Run 1, placement density heat map:
Bar = 20 um. The die is cut into 7 by 7 equal tiles; dark blue is low, red is high, 0 to 100% covered.
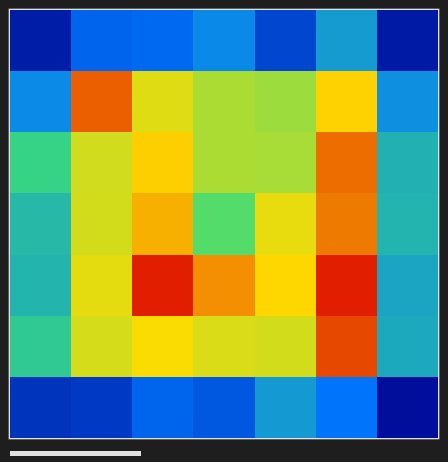
Run 1, cells by drive strength:
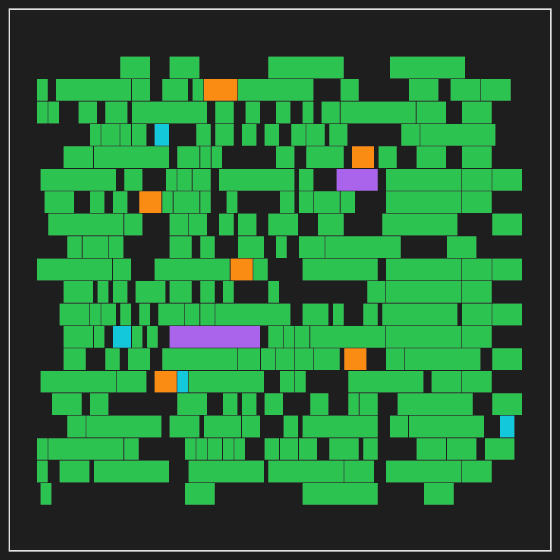
Run 1, cells coloured by class:
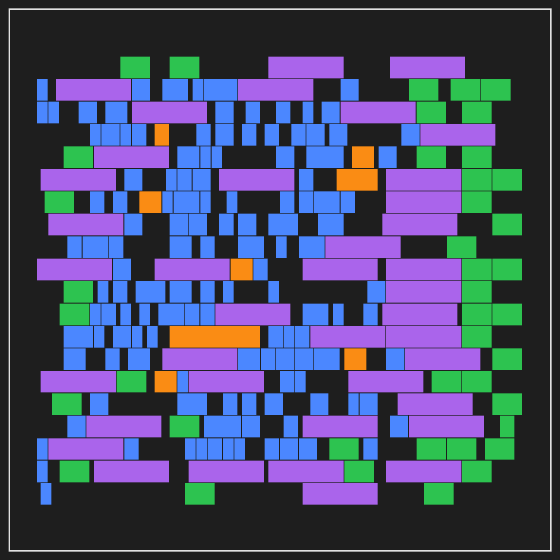
===== src/rtl/synaptic_update_sequencer.sv =====
`timescale 1ns/1ps
// synaptic_update_sequencer
// Sweeps every synapse word after a training sample. Rows are visited in
// pre-neuron order. Each row starts with a one-cycle pre-spike fetch. Each
// word in the row then gets a read cycle followed by a write-back cycle, so
// the FF-STDP lanes can rewrite the word in place.
//
// Ports:
//   CLK, RST_N                 clock, asynchronous active-low reset
//   START, IS_TRAIN            sweep request; IS_TRAIN=0 skips straight to DONE
//   HOLD                       stalls PRE_RD/SYN_RD (never splits a read/write pair)
//   BUSY, DONE                 sweep in progress / one-cycle completion pulse
//   CTRL_SYNARRAY_CS/WE/ADDR   synaptic SRAM port, ADDR = {pre, word}
//   CTRL_GRAD_ARRAY_CS/WE      gradient SRAM strobes
//   CTRL_PRE_NEURON_ADDRESS    current row
//   CTRL_POST_NEURON_ADDRESS   word * POST_NEUR_PARALLEL
//   CTRL_TREF_EVENT            update strobe, high on every write-back
//
// Build option: define SYN_GRAD_ACCUM_EN to make the gradient strobes follow
// the synaptic strobes. Without it the gradient bank is never selected.
//
// All outputs come straight from flops. They are decoded from the state
// register, so the visible outputs trail the state by one cycle.
module synaptic_update_sequencer #(
    parameter int INPUT_NEURON         = 784,
    parameter int OUTPUT_NEURON        = 256,
    parameter int POST_NEUR_PARALLEL   = 4,
    parameter int PRE_NEUR_ADDR_WIDTH  = 10,
    parameter int POST_NEUR_ADDR_WIDTH = 10,
    parameter int SYN_ARRAY_ADDR_WIDTH = 16
) (
    input  logic                            CLK,
    input  logic                            RST_N,
    input  logic                            START,
    input  logic                            IS_TRAIN,
    input  logic                            HOLD,
    output logic                            BUSY,
    output logic                            DONE,
    output logic                            CTRL_SYNARRAY_CS,
    output logic                            CTRL_SYNARRAY_WE,
    output logic [SYN_ARRAY_ADDR_WIDTH-1:0] CTRL_SYNARRAY_ADDR,
    output logic                            CTRL_GRAD_ARRAY_CS,
    output logic                            CTRL_GRAD_ARRAY_WE,
    output logic [PRE_NEUR_ADDR_WIDTH-1:0]  CTRL_PRE_NEURON_ADDRESS,
    output logic [POST_NEUR_ADDR_WIDTH-1:0] CTRL_POST_NEURON_ADDRESS,
    output logic                            CTRL_TREF_EVENT
);

    localparam int WPR     = OUTPUT_NEURON / POST_NEUR_PARALLEL;
    localparam int WPR_LOG = (WPR > 1) ? $clog2(WPR) : 0;
    localparam int WORD_W  = (WPR > 1) ? WPR_LOG : 1;

    typedef enum logic [2:0] {
        S_IDLE,
        S_PRE_RD,
        S_SYN_RD,
        S_SYN_WR,
        S_FIN
    } state_t;

    state_t                          state_q, state_d;
    logic [PRE_NEUR_ADDR_WIDTH-1:0]  pre_q, pre_d;
    logic [WORD_W-1:0]               word_q, word_d;

    logic                            busy_q, busy_d;
    logic                            done_q, done_d;
    logic                            cs_q, cs_d;
    logic                            we_q, we_d;
    logic                            tref_q, tref_d;
    logic [SYN_ARRAY_ADDR_WIDTH-1:0] addr_q, addr_d;
    logic [PRE_NEUR_ADDR_WIDTH-1:0]  pre_addr_q, pre_addr_d;
    logic [POST_NEUR_ADDR_WIDTH-1:0] post_addr_q, post_addr_d;

    logic last_word, last_pre, active;

    assign last_word = (word_q == WORD_W'(WPR - 1));
    assign last_pre  = (pre_q == PRE_NEUR_ADDR_WIDTH'(INPUT_NEURON - 1));
    assign active    = (state_q == S_PRE_RD) || (state_q == S_SYN_RD) ||
                       (state_q == S_SYN_WR);

    // Next-state logic
    always_comb begin
        state_d = state_q;
        pre_d   = pre_q;
        word_d  = word_q;
        case (state_q)
            S_IDLE: begin
                // DONE is still visible during the first IDLE cycle. Treat that
                // cycle as part of completion, so a START there is dropped.
                if (START && !done_q) begin
                    if (IS_TRAIN) begin
                        state_d = S_PRE_RD;
                        pre_d   = '0;
                        word_d  = '0;
                    end else begin
                        state_d = S_FIN;
                    end
                end
            end
            S_PRE_RD: if (!HOLD) state_d = S_SYN_RD;
            S_SYN_RD: if (!HOLD) state_d = S_SYN_WR;
            S_SYN_WR: begin
                if (!last_word) begin
                    word_d  = word_q + WORD_W'(1);
                    state_d = S_SYN_RD;
                end else if (!last_pre) begin
                    pre_d   = pre_q + PRE_NEUR_ADDR_WIDTH'(1);
                    word_d  = '0;
                    state_d = S_PRE_RD;
                end else begin
                    state_d = S_FIN;
                end
            end
            S_FIN:   state_d = S_IDLE;
            default: state_d = S_IDLE;
        endcase
    end

    // Output decode, registered on the next edge
    always_comb begin
        busy_d      = active;
        done_d      = (state_q == S_FIN);
        // A held read keeps its address but drops the chip select.
        cs_d        = ((state_q == S_SYN_RD) && !HOLD) || (state_q == S_SYN_WR);
        we_d        = (state_q == S_SYN_WR);
        tref_d      = (state_q == S_SYN_WR);
        addr_d      = '0;
        pre_addr_d  = '0;
        post_addr_d = '0;
        if (active) begin
            addr_d      = (SYN_ARRAY_ADDR_WIDTH'(pre_q) << WPR_LOG) |
                          SYN_ARRAY_ADDR_WIDTH'(word_q);
            pre_addr_d  = pre_q;
            post_addr_d = POST_NEUR_ADDR_WIDTH'(int'(word_q) * POST_NEUR_PARALLEL);
        end
    end

    always_ff @(posedge CLK or negedge RST_N) begin
        if (!RST_N) begin
            state_q     <= S_IDLE;
            pre_q       <= '0;
            word_q      <= '0;
            busy_q      <= 1'b0;
            done_q      <= 1'b0;
            cs_q        <= 1'b0;
            we_q        <= 1'b0;
            tref_q      <= 1'b0;
            addr_q      <= '0;
            pre_addr_q  <= '0;
            post_addr_q <= '0;
        end else begin
            state_q     <= state_d;
            pre_q       <= pre_d;
            word_q      <= word_d;
            busy_q      <= busy_d;
            done_q      <= done_d;
            cs_q        <= cs_d;
            we_q        <= we_d;
            tref_q      <= tref_d;
            addr_q      <= addr_d;
            pre_addr_q  <= pre_addr_d;
            post_addr_q <= post_addr_d;
        end
    end

    assign BUSY                     = busy_q;
    assign DONE                     = done_q;
    assign CTRL_SYNARRAY_CS         = cs_q;
    assign CTRL_SYNARRAY_WE         = we_q;
    assign CTRL_SYNARRAY_ADDR       = addr_q;
    assign CTRL_PRE_NEURON_ADDRESS  = pre_addr_q;
    assign CTRL_POST_NEURON_ADDRESS = post_addr_q;
    assign CTRL_TREF_EVENT          = tref_q;

`ifdef SYN_GRAD_ACCUM_EN
    assign CTRL_GRAD_ARRAY_CS = cs_q;
    assign CTRL_GRAD_ARRAY_WE = we_q;
`else
    assign CTRL_GRAD_ARRAY_CS = 1'b0;
    assign CTRL_GRAD_ARRAY_WE = 1'b0;
`endif

endmodule

===== config.mk =====
export PLATFORM = sky130hd
export DESIGN_NAME = synaptic_update_sequencer
export DESIGN_NICKNAME = d
export VERILOG_FILES = /design/src/rtl/synaptic_update_sequencer.sv
export SDC_FILE = /design/constraint.sdc
export NUM_CORES = 1
export LEC_CHECK = 0
export CORE_MARGIN = 3
export CORE_UTILIZATION = 54
export CTS_BUF_LIST = sky130_fd_sc_hd__clkbuf_2 sky130_fd_sc_hd__clkbuf_4 sky130_fd_sc_hd__clkbuf_8
export DETAILED_ROUTE_END_ITERATION = 10
export MAX_ROUTING_LAYER = met4
export PLACE_DENSITY_LB_ADDON = 0.15
export SYNTH_ARGS = -nofsm -noshare
export SYNTH_HDL_FRONTEND = slang
export SYNTH_SLANG_ARGS = --single-unit

===== constraint.sdc =====
create_clock -name CLK -period 5.4 [get_ports CLK]
set_clock_uncertainty 0.05 [all_clocks]
set_input_delay 1.08 -clock CLK [delete_from_list [all_inputs] [get_ports CLK]]
set_output_delay 1.08 -clock CLK [all_outputs]
set_load 0.05 [all_outputs]

==> impl_metrics.json, run 1 <==
{
  "yosys_register_bits": 39,
  "dieHeight_um": 65.4,
  "avgViaCountPerCell": 5.64,
  "switching_power_uw": 599,
  "synthesis.area_um2": 1910,
  "die_w_um": 65.4,
  "floorplan.initialDensity_pct": 59.6,
  "antenna_found_initial": 0,
  "slowest_delay_ps": 1070,
  "cts_buffers": 5,
  "setup.worst_path.end_class": "register",
  "xor_and_xnor_fraction_of_the_mapped_netlist_area_pct": 0.918,
  "hp-class": "register to register",
  "floorplan.io_pins": 48,
  "critPathTopFamily": "simple AND/OR/NAND/NOR gates",
  "synth.avg_cell_area_um2": 9.89,
  "start_kind": "register",
  "postSynth.asyncResetShare_pct": 100,
  "power.clock.total_uw": 205,
  "worst-path-stages": 4,
  "clkSlewWorstSetupHoldPaths_ps": 120,
  "tritoncts": "done",
  "netlist_logic_family_top": "simple AND/OR/NAND/NOR gates",
  "p_leak_uw": 0.000955,
  "outcome": "completed",
  "sequentialPowerShare_pct": 34.5,
  "cts_setup_buffers": 0,
  "mostFrequentLayoutCells": "sky130_fd_sc_hd__clkdlybuf4s50_1, sky130_fd_sc_hd__dfrtp_1, sky130_fd_sc_hd__nor3_1",
  "cts_max_level": 2,
  "clk_root_buffer_cell": "sky130_fd_sc_hd__clkbuf_4",
  "detailedRoute.firstIterationViolations": 97,
  "synth-adder-area-share_pct": 1.31,
  "yosys-stat-area_um2": 1910,
  "post_synth_inst_count": 193,
  "cts.repair.resized": 0,
  "area.growth.synth_to_final_pct": 18.6,
  "edf_count": 0,
  "number_of_global_route_vias_before_repair": 1361,
  "detail-route-antenna-nets": 0,
  "post_synth_most_frequent_cells": "sky130_fd_sc_hd__dfrtp_1, sky130_fd_sc_hd__buf_4, sky130_fd_sc_hd__nor3_1",
  "final_hold_viol_count": 0,
  "yosys.cell_count.top_type": "sky130_fd_sc_hd__dfrtp_1",
  "power.share.combinational_pct": 49.4,
  "p_int_uw": 676,
  "synthDistinctLibCells": 42
}
Back to the opening pictures, 'placement density heat map':
- tiles over 75% full: 22%
- fullest tile: 97%
- mean over tiles: 52%
- densest ninth of the die: middle

Back to the opening pictures, 'cells by drive strength':
- green: x1 and smaller (cells 205; most used clkdlybuf4s50_1)
- cyan: x2 (cells 4)
- purple: x6 and larger (cells 2)
- orange: x3 and x4 (cells 6; most used clkbuf_4)

Back to the opening pictures, 'cells coloured by class':
- green: remaining buffers and delay cells (cells 41; share of their area 18%)
- purple: registers (cells 39; share of their area 44%)
- orange: clock drivers and dummy loads (cells 8; share of their area 3.9%)
- blue: remaining logic cells (cells 129; share of their area 34%)

==> run 1: state kept, by name (all words and copies together), names as in the netlist <==
| name | cells |
|---|---|
| CTRL_TREF_EVENT | 1 |
| CTRL_PRE_NEURON_ADDRESS | 9 |
| state_q | 3 |
| BUSY | 1 |
| CTRL_SYNARRAY_ADDR | 7 |
| CTRL_SYNARRAY_CS | 1 |
| word_q | 6 |
| pre_q | 10 |
| DONE | 1 |
==> run 1: cell families (layout without fill, tap and decap cells) <==
family | Yosys count | in the layout
mux | 1 | 1
buf+inv | 39 | 58
xor+xnor | 2 | 2
fa+ha+maj | 2 | 2
other cells | 1 | 6
flops | 39 | 39
simple gates | 70 | 70
compound gates | 39 | 39
==> run 1: layer usage <==
metal  vias to the layer above  GRT usage, %  wire, um
li1                        695             -         -
met5                         -             -         0
met4                         0          5.44        55
met2                        62          31.4      1770
met3                         8          5.81       311
met1                       708          26.0      1640
==> run 1: stage by stage <==
step                cell area [um2]  setup slack (ps)  cells  power (uW)
finish                         2260              2450    261        1270
global route                   2260              2210    261        1350
CTS                            2260              2470    261        1280
detailed placement             2180              2160    253        1080
global placement               2180              2220    253        1060
floorplan                      1930              2790    198         931
==> run 1: worst paths after layout <==
path	startpoint	endpoint	slack (ps)
max in group asynchronous	RST_N	state_q[1]	4020
min reg2reg	pre_q[0]	pre_q[0]	510
min	pre_q[0]	pre_q[0]	510
max reg2reg	state_q[2]	word_q[0]	2450
min in group asynchronous	RST_N	CTRL_PRE_NEURON_ADDRESS[2]	760
max	state_q[2]	word_q[0]	2450
==> run 1: layout make-up <==
cell class              instances  area [um2]
inverters                       9        33.8
well taps                      44        55.1
fillers                       280         941
clock buffers                   6        51.3
repair buffers                 41         405
flip-flops and latches         39         976
multi-input cells             120         706
clock inverters                 2        35.0
Run 1, routing congestion:
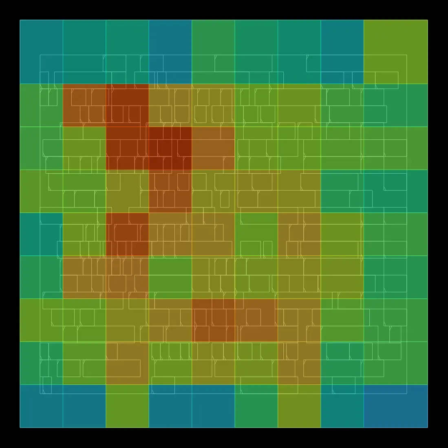

--- run 2 (diff from run 1) ---
--- a/config.mk
+++ b/config.mk
@@ -6,7 +6,7 @@
 export NUM_CORES = 1
 export LEC_CHECK = 0
 export CORE_MARGIN = 3
-export CORE_UTILIZATION = 54
+export CORE_UTILIZATION = 50
 export CTS_BUF_LIST = sky130_fd_sc_hd__clkbuf_2 sky130_fd_sc_hd__clkbuf_4 sky130_fd_sc_hd__clkbuf_8
 export DETAILED_ROUTE_END_ITERATION = 10
 export MAX_ROUTING_LAYER = met4
==> constraint.sdc (replaced) <==
create_clock -name CLK -period 3 [get_ports CLK]
set_clock_uncertainty 0.05 [all_clocks]
set_input_delay 0.6 -clock CLK [delete_from_list [all_inputs] [get_ports CLK]]
set_output_delay 0.6 -clock CLK [all_outputs]
set_load 0.05 [all_outputs]
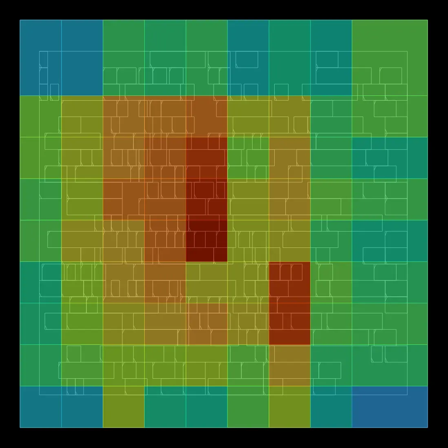
Run 2: routing congestion
final design utilization: 66.9%
met1 global-route usage: 23.2%
global routing usage on met2: 31.5%
busiest layer in global routing: met2

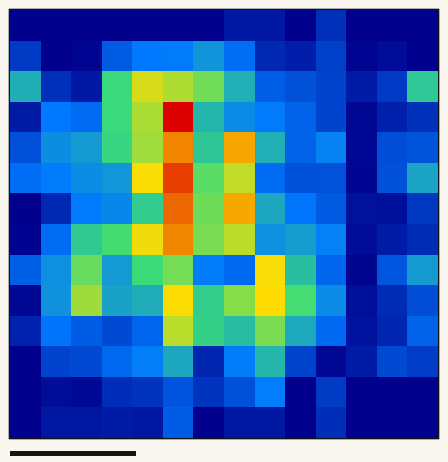
Run 2: wire density map
Bar = 20 um. The die is cut into 14 by 14 equal tiles; dark blue is low, red is high, scaled to the fullest tile. Values are wire area over tile area, all layers added.
- fullest tile: 0.57
- nearly empty tiles: 18%
- tiles over half the peak: 15%
- densest ninth of the die: middle

==> impl_metrics.json, run 2 <==
{
  "mostFrequentLayoutCells": "sky130_fd_sc_hd__clkdlybuf4s50_1, sky130_fd_sc_hd__dfrtp_1, sky130_fd_sc_hd__nor3_1",
  "yosys.cell_count.top_type": "sky130_fd_sc_hd__dfrtp_1",
  "synthDistinctLibCells": 42,
  "numPlacedInstances": 258,
  "max_freq_mhz": 413,
  "maxCapViolations": 0,
  "area.growth.synth_to_final_pct": 22.5,
  "cts.repair.resized": 0,
  "floorplan.io_pins": 48,
  "cts_buffers": 5,
  "floorplan.initialDensity_pct": 54.6,
  "clk_root_buffer_cell": "sky130_fd_sc_hd__clkbuf_8",
  "antenna_found_initial": 0,
  "cts_max_level": 2,
  "setup.worst_path.end_class": "register",
  "start_kind": "primary input",
  "postSynth.asyncResetShare_pct": 100,
  "number_of_global_route_vias_before_repair": 1328,
  "detail-route-antenna-nets": 0,
  "layout.area.seq_um2": 976,
  "cts_setup_buffers": 0,
  "p_leak_uw": 0.000987,
  "edf_count": 0,
  "dieHeight_um": 67.8,
  "register_with_the_most_flip_flops": "pre_q",
  "max_slew_margin_pct": 43.1,
  "synth.avg_cell_area_um2": 9.89,
  "detailedRoute.firstIterationViolations": 115,
  "clkSlewWorstSetupHoldPaths_ps": 80,
  "slowest_delay_ps": 500,
  "rows": 21,
  "yosys_register_bits": 39,
  "period_used_pct": 80.7,
  "layout.nets": 226,
  "placed_area_um2": 2200,
  "synthesis.area_um2": 1910,
  "fin_area_um2": 2340,
  "yosys-stat-area_um2": 1910,
  "final_critical_path_setup_slack_ps": 578,
  "outcome": "completed",
  "largest_register_ffs": 10,
  "report.power.total_uw": 2480,
  "n_fill_cell": 280,
  "final_hold_viol_count": 0,
  "tritoncts": "done",
  "place_ws_ps": 296,
  "post_synth_most_frequent_cells": "sky130_fd_sc_hd__dfrtp_1, sky130_fd_sc_hd__buf_4, sky130_fd_sc_hd__nor3_1",
  "die_w_um": 67.8,
  "hp-class": "primary input to async pin",
  "non_filler_instances": 266
}
run 2: metal layers:
| layer | track usage (%) | vias to the layer above | wire length, um |
|---|---|---|---|
| li1 | - | 705 | - |
| met1 | 23.2 | 715 | 1640 |
| met2 | 31.5 | 74 | 1900 |
| met3 | 3.99 | 5 | 320 |
| met4 | 8.19 | 0 | 57 |
| met5 | - | - | 0 |
run 2: report_power, final:
part           internal [uW]  switching, uW  total (uW)
Combinational            378            782        1160
Clock                    332            189         520
Sequential               660            136         796
run 2: layout make-up:
cell class / instances / area share (%)
Sequential cell: 39 / 41.8
Clock buffer: 5 / 2.94
Tap cell: 46 / 2.46
Multi-Input combinational cell: 120 / 30.2
Timing Repair Buffer: 44 / 18.3
Inverter: 9 / 1.45
Clock inverter: 3 / 2.89
run 2: path summary, 6_finish.rpt:
path | to | slack (ps) | start
worst min-delay path | CTRL_TREF_EVENT | 360 | RST_N
min in group CLK | pre_q[7] | 510 | pre_q[7]
max in group asynchronous | state_q[0] | 2010 | RST_N
worst max register to register | word_q[0] | 630 | state_q[2]
worst min register to register | pre_q[7] | 510 | pre_q[7]
worst max-delay path | pre_q[5] | 580 | IS_TRAIN
run 2: worst max-delay path: cells and delay by family:
kind                   cells  cell delay [ps]
buffers and inverters      1              500
AND-OR/OR-AND              2              580
AND/OR/NAND/NOR            2              870
run 2: logic make-up after synthesis:
family / after synthesis / share of synthesized area (%)
DFF: 39 / 51.1
xor gates and xnor gates: 2 / 0.918
buffers and inverters: 39 / 12.9
adders and majority gates: 2 / 1.31
and+or+nand+nor: 70 / 19.7
other: 1 / 0.197
muxes: 1 / 0.525
AOI/OAI and AO/OA: 39 / 13.4
Power is estimated from default activity; no workload was simulated.
